### Placed cells, one colour a class, run 1

Scale bar: 20 um.
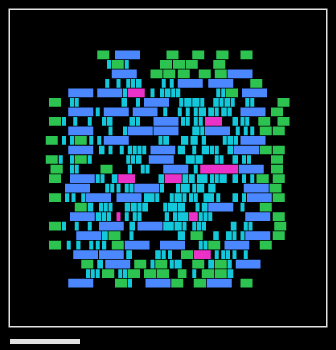
### Gate-type map, run 1

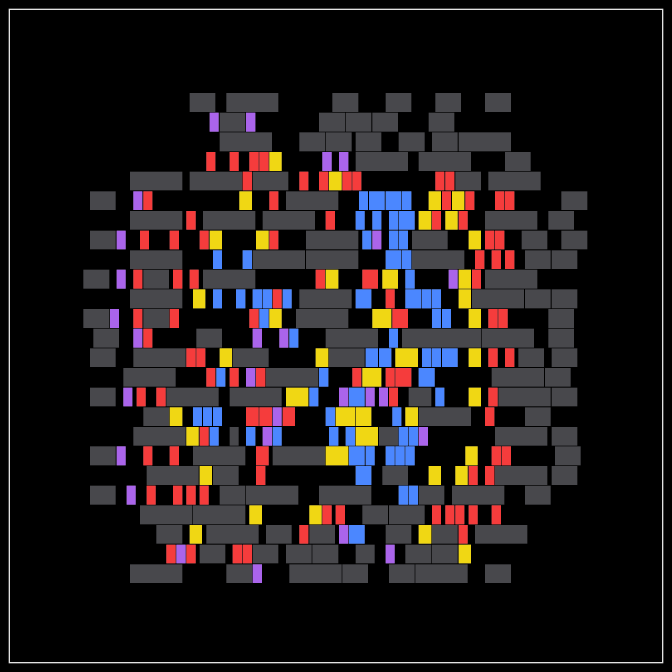
### Clock distribution, run 1

Scale bar: 20 um.
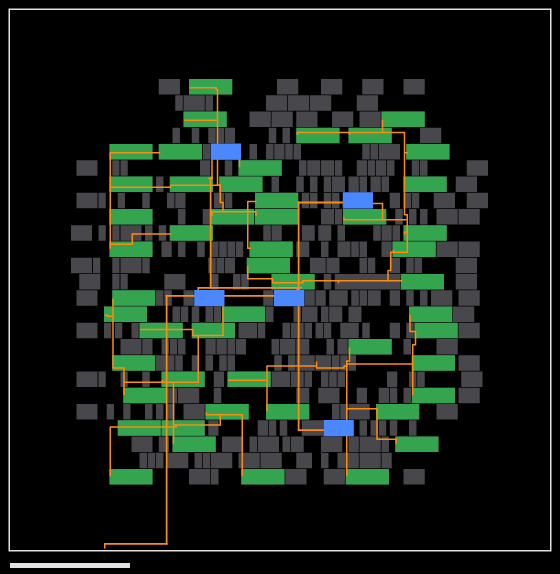
===== config.mk =====
export PLATFORM = sky130hd
export DESIGN_NAME = interrupt_controller
export DESIGN_NICKNAME = d
export VERILOG_FILES = /design/src/rtl/interrupt_controller.sv
export SDC_FILE = /design/constraint.sdc
export NUM_CORES = 1
export LEC_CHECK = 0
export ABC_AREA = 1
export CAP_MARGIN = 30
export CORE_MARGIN = 10
export CORE_UTILIZATION = 40
export DETAILED_ROUTE_END_ITERATION = 8
export PLACE_DENSITY_LB_ADDON = 0.25
export SLEW_MARGIN = 10
export SYNTH_ARGS = -nofsm -noshare
export SYNTH_HDL_FRONTEND = slang
export SYNTH_SLANG_ARGS = --single-unit

===== constraint.sdc =====
create_clock -name clk -period 3 [get_ports clk]
set_clock_uncertainty 0.1 [all_clocks]
set_input_delay 0.9 -clock clk [delete_from_list [all_inputs] [get_ports clk]]
set_output_delay 0.9 -clock clk [all_outputs]
set_load 0.02 [all_outputs]

===== src/rtl/interrupt_controller.sv =====
// -----------------------------------------------------------------------------
// interrupt_controller
//
// Purpose:
//   Collects rising edges on the request lines from the interrupt splitter,
//   latches them as pending, and presents the highest-priority unmasked
//   pending line to the CPU as a single irq with its code. The CPU retires
//   the presented interrupt with a one-cycle irq_ack pulse.
//
//   Line 1 has the highest priority. Code 0 means "no interrupt", so the
//   controller serves 2^CODE_WIDTH-1 lines numbered 1..NUM_LINES.
//
// Ports:
//   clk            system clock; all state changes on its rising edge
//   rst            synchronous, active-high reset
//   requests       request lines [NUM_LINES:1], level or pulse, synchronous
//   global_enable  0 blocks new irq assertion; pending bits still latch
//   mask_wr        one-cycle strobe loading mask_data into the mask register
//   mask_data      new mask value; 1 = line enabled
//   irq            interrupt request to the CPU
//   irq_code       code of the presented interrupt; 0 when irq=0
//   irq_ack        one-cycle CPU acknowledge of the presented interrupt
//   pending        current pending register (status)
//   mask           current mask register (status)
// -----------------------------------------------------------------------------
module interrupt_controller #(
    parameter int  CODE_WIDTH = 4,
    localparam int NUM_LINES  = (1 << CODE_WIDTH) - 1
) (
    input  logic                  clk,
    input  logic                  rst,
    input  logic [NUM_LINES:1]    requests,
    input  logic                  global_enable,
    input  logic                  mask_wr,
    input  logic [NUM_LINES:1]    mask_data,
    output logic                  irq,
    output logic [CODE_WIDTH-1:0] irq_code,
    input  logic                  irq_ack,
    output logic [NUM_LINES:1]    pending,
    output logic [NUM_LINES:1]    mask
);

    typedef enum logic {
        IDLE   = 1'b0,
        ACTIVE = 1'b1
    } state_t;

    state_t                state_q,   state_d;
    logic [CODE_WIDTH-1:0] code_q,    code_d;
    logic [NUM_LINES:1]    pending_q, pending_d;
    logic [NUM_LINES:1]    mask_q,    mask_d;
    logic [NUM_LINES:1]    prev_q,    prev_d;

    logic [NUM_LINES:1]    rise;
    logic [NUM_LINES:1]    elig;
    logic [NUM_LINES:1]    ack_clr;
    logic                  win_valid;
    logic [CODE_WIDTH-1:0] win_code;

    // -------------------------------------------------------------------------
    // Edge detection and eligibility
    // -------------------------------------------------------------------------
    // prev resets to 0, so a line held high through reset yields one edge.
    assign rise = requests & ~prev_q;

    // The IDLE decision looks at the registered mask, so a mask_wr in the
    // same cycle only takes effect from the following decision.
    assign elig = pending_q & mask_q;

    // Fixed priority: scanning from the top down lets the lowest index
    // overwrite any higher one, so line 1 always wins.
    always_comb begin
        // NOTE: every variable written here gets a default first, otherwise
        // paths that skip an assignment would infer a latch.
        win_valid = 1'b0;
        win_code  = '0;
        for (int i = NUM_LINES; i >= 1; i--) begin
            if (elig[i]) begin
                win_valid = 1'b1;
                win_code  = CODE_WIDTH'(i);
            end
        end
    end

    // One-hot decode of the presented code, used to retire its pending bit.
    always_comb begin
        ack_clr = '0;
        for (int i = 1; i <= NUM_LINES; i++) begin
            ack_clr[i] = (code_q == CODE_WIDTH'(i));
        end
    end

    // -------------------------------------------------------------------------
    // Next-state and datapath
    // -------------------------------------------------------------------------
    always_comb begin
        state_d   = state_q;
        code_d    = code_q;
        pending_d = pending_q;
        mask_d    = mask_wr ? mask_data : mask_q;
        prev_d    = requests;

        unique case (state_q)
            IDLE: begin
                // irq_ack is ignored here: nothing is presented to retire.
                if (global_enable && win_valid) begin
                    state_d = ACTIVE;
                    code_d  = win_code;
                end
            end
            ACTIVE: begin
                // The presented code is frozen until acknowledged; mask,
                // enable and new arrivals cannot withdraw it.
                if (irq_ack) begin
                    state_d   = IDLE;
                    code_d    = '0;
                    pending_d = pending_q & ~ack_clr;
                end
            end
            default: begin
                state_d = IDLE;
                code_d  = '0;
            end
        endcase

        // New edges are merged after the ack clear, so an edge arriving on the
        // line being retired survives as a fresh pending event.
        pending_d = pending_d | rise;
    end

    // -------------------------------------------------------------------------
    // State registers
    // -------------------------------------------------------------------------
    always_ff @(posedge clk) begin
        // NOTE: sequential state uses non-blocking assignments so every flop
        // samples the pre-edge values regardless of statement order.
        if (rst) begin
            state_q   <= IDLE;
            code_q    <= '0;
            pending_q <= '0;
            mask_q    <= '0;
            prev_q    <= '0;
        end else begin
            state_q   <= state_d;
            code_q    <= code_d;
            pending_q <= pending_d;
            mask_q    <= mask_d;
            prev_q    <= prev_d;
        end
    end

    // -------------------------------------------------------------------------
    // Outputs (all registered)
    // -------------------------------------------------------------------------
    assign irq      = (state_q == ACTIVE);
    assign irq_code = code_q;
    assign pending  = pending_q;
    assign mask     = mask_q;

endmodule


==> results.ini, run 1 <==
[placed_design]
post-place-ws_ns = 0.480
gp_congestion = 0.827
hpwl_um = 4090

[clock_tree]
cts_sinks = 50
path_clk_slew_ns = 0.08
cts_max_level = 2
cts_tree = built
post-cts-setup-buffer-count = 0

[final_timing]
report.final.slew_viol_count = 0
tns_ns = 0
finalCritPeriodShare_pct = 80.6

[flow_run]
cap_violations = 0

[setup_path]
crit_path_top_delay_cell = clkdlybuf4s50_1
worst-path-max-fanout = 6
crit_buf_inv = 1
timing_worst_setup_path_type = reg -> out
rrSetupSlack_ns = 1.42
crit_chain = clkdlybuf4s50_1

[yosys]
synth.distinct_cells = 19
ys_warn_count = 0
syn_area_mm2 = 0.00198
ys_ff = 50

[global_routing]
grt_max_degree = 34
grt_pass1_wl_um = 8690
antenna_found_initial = 0

[layout]
design_area_mm2 = 0.00285
final_net_count = 382
area_delta_synth_final_pct = 43.7
mostFrequentLayoutCells = nor2_1, clkdlybuf4s50_1, dfxtp_1

[route]
drtIter0Drc = 77
vias = 1872
drtPass1Iterations = 4
drc = 0
viasPerCell = 4.51
routed_wl_um = 5140

[power_and_ir_drop]
p_leak_nw = 1.24
ir_drop_v = 0.000322
p_total_w = 0.00153

[die]
die_h_um = 90.3
fp-utilization_pct = 41.6

[run_status]
status = finished clean

Back to the opening pictures, 'Placed cells, one colour a class':
magenta -> clock drivers and dummy loads  # cells 8, share of their area 4.0%
green -> other buffers and delay cells  # cells 70, share of their area 25%
cyan -> all other logic  # cells 220, share of their area 34%
blue -> flops  # cells 50, share of their area 36%

Back to the opening pictures, 'Gate-type map':
purple -> inverters  # cells 27
yellow -> inverting AOI/OAI gates  # cells 41
blue -> NAND gates  # cells 62, where middle
red -> NOR gates  # cells 89

Back to the opening pictures, 'Clock distribution':
blue -> cells driving clock nets  # count 5
orange -> clock wires  # length 582 um
green -> flip-flops  # count 50
routed clock nets = 6

-- run 1: metal layers --
metal / wire length, um / part of all wire [%] / global-route usage [%]
met1: 2430 / 47 / 15.1
met3: 249 / 4.8 / 3.57
met5: 0 / 0 / 0
met2: 2360 / 46 / 20.9
met4: 97 / 1.9 / 5.97
-- run 1: cell usage after synthesis (all sizes together) --
cell type,number
or2,1
a31oi,2
clkbuf,7
a21oi,20
nand3,2
inv,27
nand2,60
o211ai,1
dfxtp,50
o31ai,1
nor3,4
o21ai,16
nor2,85
a211oi,1
-- run 1: flip-flops by register name, summed over array words and instances, names as in the netlist --
name / flops
mask: 15
pending: 15
prev_q: 15
irq_code: 4
irq: 1
-- run 1: per-stage QoR --
step,hold slack [ns],utilization (%)
after floorplan,0.400,-
after global placement,0.379,57.5
after detailed placement,0.388,57.5
after CTS,0.400,59.8
after global routing,0.448,59.8
final,0.401,59.8
-- run 1: logic make-up after synthesis --
| family | synth area share (%) |
|---|---|
| AND/OR/NAND/NOR | 31.4 |
| flip-flops | 50.6 |
| buffers and inverters | 6.45 |
| AND-OR/OR-AND | 11.6 |
-- run 1: layout make-up --
| class | count | area (um^2) |
|---|---|---|
| clock buffers | 6 | 72.6 |
| repair buffers | 70 | 698 |
| multi-input cells | 193 | 851 |
| well taps | 67 | 83.8 |
| clock inverters | 2 | 37.5 |
| inverters | 27 | 101 |
| fillers | 475 | 1910 |
| flip-flops and latches | 50 | 1000 |
-- run 1: final timing paths --
check                                                 to                      from  cells past startpoint
worst max-delay path                         irq_code[2]  irq_code[2]$_SDFFE_PP0P_                      1
worst min-delay path                      irq$_SDFF_PP0_            irq$_SDFF_PP0_                      2
worst max register to register  irq_code[0]$_SDFFE_PP0P_    pending[11]$_SDFF_PP0_                      9
worst min register to register            irq$_SDFF_PP0_            irq$_SDFF_PP0_                      2
## Run 2: what changed since run 1
clock period = 2 ns   (was 3 ns; I/O delays follow)
### Gate-type map, run 2

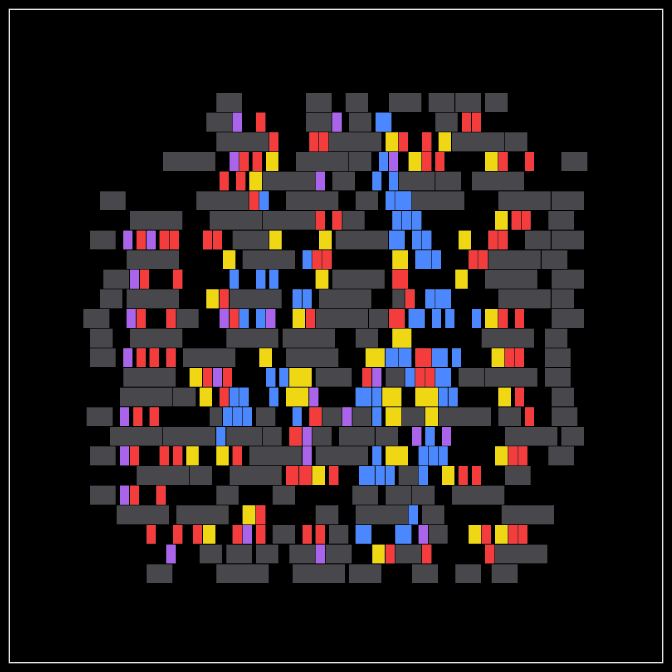
red -> NOR gates  # cells 89
purple -> inverters  # cells 27
yellow -> inverting AOI/OAI gates  # cells 41
blue -> NAND gates  # cells 62

==> run 2 against run 1 <==
Global-route usage is essentially flat. Final cell count grew 2.2%. Power is 41% higher. Sequential cell count is the same. Wire length increased by 3.0%. Synthesized cell count stayed put. Clock-buffer cell count decreased by 1. Clock power increased by 24%. Hold slack worse by 0.0063 ns. Critical endpoint is now mask[2]. Largest power group unchanged.
==> results.ini, run 2 <==
[run_status]
status = finished clean

[min_path]
hold_start = irq$_SDFF_PP0_

[route]
drt-met1-wl_um = 2440  ; +0.54%
viasPerCell = 4.41  ; -2.2%
drtPass1Iterations = 4  ; unchanged
drc = 0  ; unchanged
dr_wl_met2_um = 2500  ; +5.6%
drtIter0Drc = 37  ; -52%
highest_layer = met4

[die]
fp-utilization_pct = 41.6  ; unchanged

[layout]
area_delta_synth_final_pct = 45.0

[global_routing]
grt_max_degree = 19  ; -44%
grt_pass1_wl_um = 8750  ; +0.63%
antenna_found_initial = 0  ; unchanged

[yosys]
synth.distinct_cells = 19  ; unchanged
edf_count = 0  ; unchanged
ys_warn_count = 0  ; unchanged

[setup_path]
crit_path_top_delay_cell = clkdlybuf4s50_1
crit_chain = clkdlybuf4s50_1
cp-startpoint = mask[2]$_SDFFE_PP0P_

[placed_design]
hpwl_um = 4250  ; +3.9%
gp_congestion = 0.850  ; +2.8%

[final_timing]
tns_ns = 0  ; unchanged

[flow_run]
cap_violations = 0  ; unchanged

[power_and_ir_drop]
ir_drop_v = 0.000497  ; +54%

[clock_tree]
post-cts-setup-buffer-count = 0  ; unchanged

### Track usage over the die, run 2

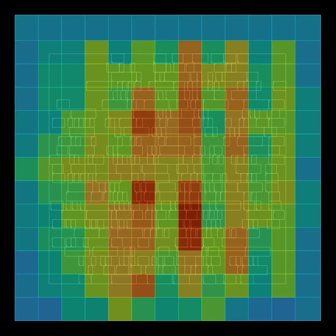
total track usage: 12.8%
post-layout util: 60.4%
M3 GR Usage: 4.24%

run 2: area by class of cell:
cell class | instances | area (um^2)
inverters | 27 | 101
fillers | 470 | 1880
repair buffers | 79 | 746
multi-input cells | 193 | 851
well taps | 67 | 83.8
clock inverters | 3 | 18.8
clock buffers | 5 | 68.8
flip-flops and latches | 50 | 1000
run 2: logic make-up after synthesis:
kind of cell / after synthesis / synth area share [%]
AOI/OAI and AO/OA: 41 / 11.6
buffers and inverters: 34 / 6.45
DFF: 50 / 50.6
and+or+nand+nor: 152 / 31.4
run 2: metrics by stage:
step	utilization (%)	cell area, um^2
CTS	60.1	2860
detailed placement	58.9	2800
finish	60.4	2870
global placement	58.9	2800
floorplan	-	1980
global route	60.4	2870
run 2: what timing repair did:
action / 4_1_cts / 5_1_grt
setup endpoints to repair: 28 / 6
cloned: 0 / 0
gates resized: 28 / 6
run 2: report_power, final:
group | switching (W) | internal, W
Sequential | 0.0000550 | 0.00107
Clock | 0.000333 | 0.000247
Combinational | 0.000246 | 0.000202
Total | 0.000634 | 0.00152
run 2: worst paths after layout:
check,to,slack (ns),depth (start not counted)
worst max register to register,irq_code[0]$_SDFFE_PP0P_,0.47,9
worst min-delay path,irq$_SDFF_PP0_,0.39,2
worst max-delay path,mask[2],0.04,1
worst min register to register,irq$_SDFF_PP0_,0.39,2
run 2: layer usage:
layer  track usage [%]  vias to the layer above
met5                 0                        -
met4              4.24                        0
met3              4.24                        4
met2              22.0                       43
met1              14.6                      809
li1                  -                     1014
Power is estimated from default activity; no workload was simulated.
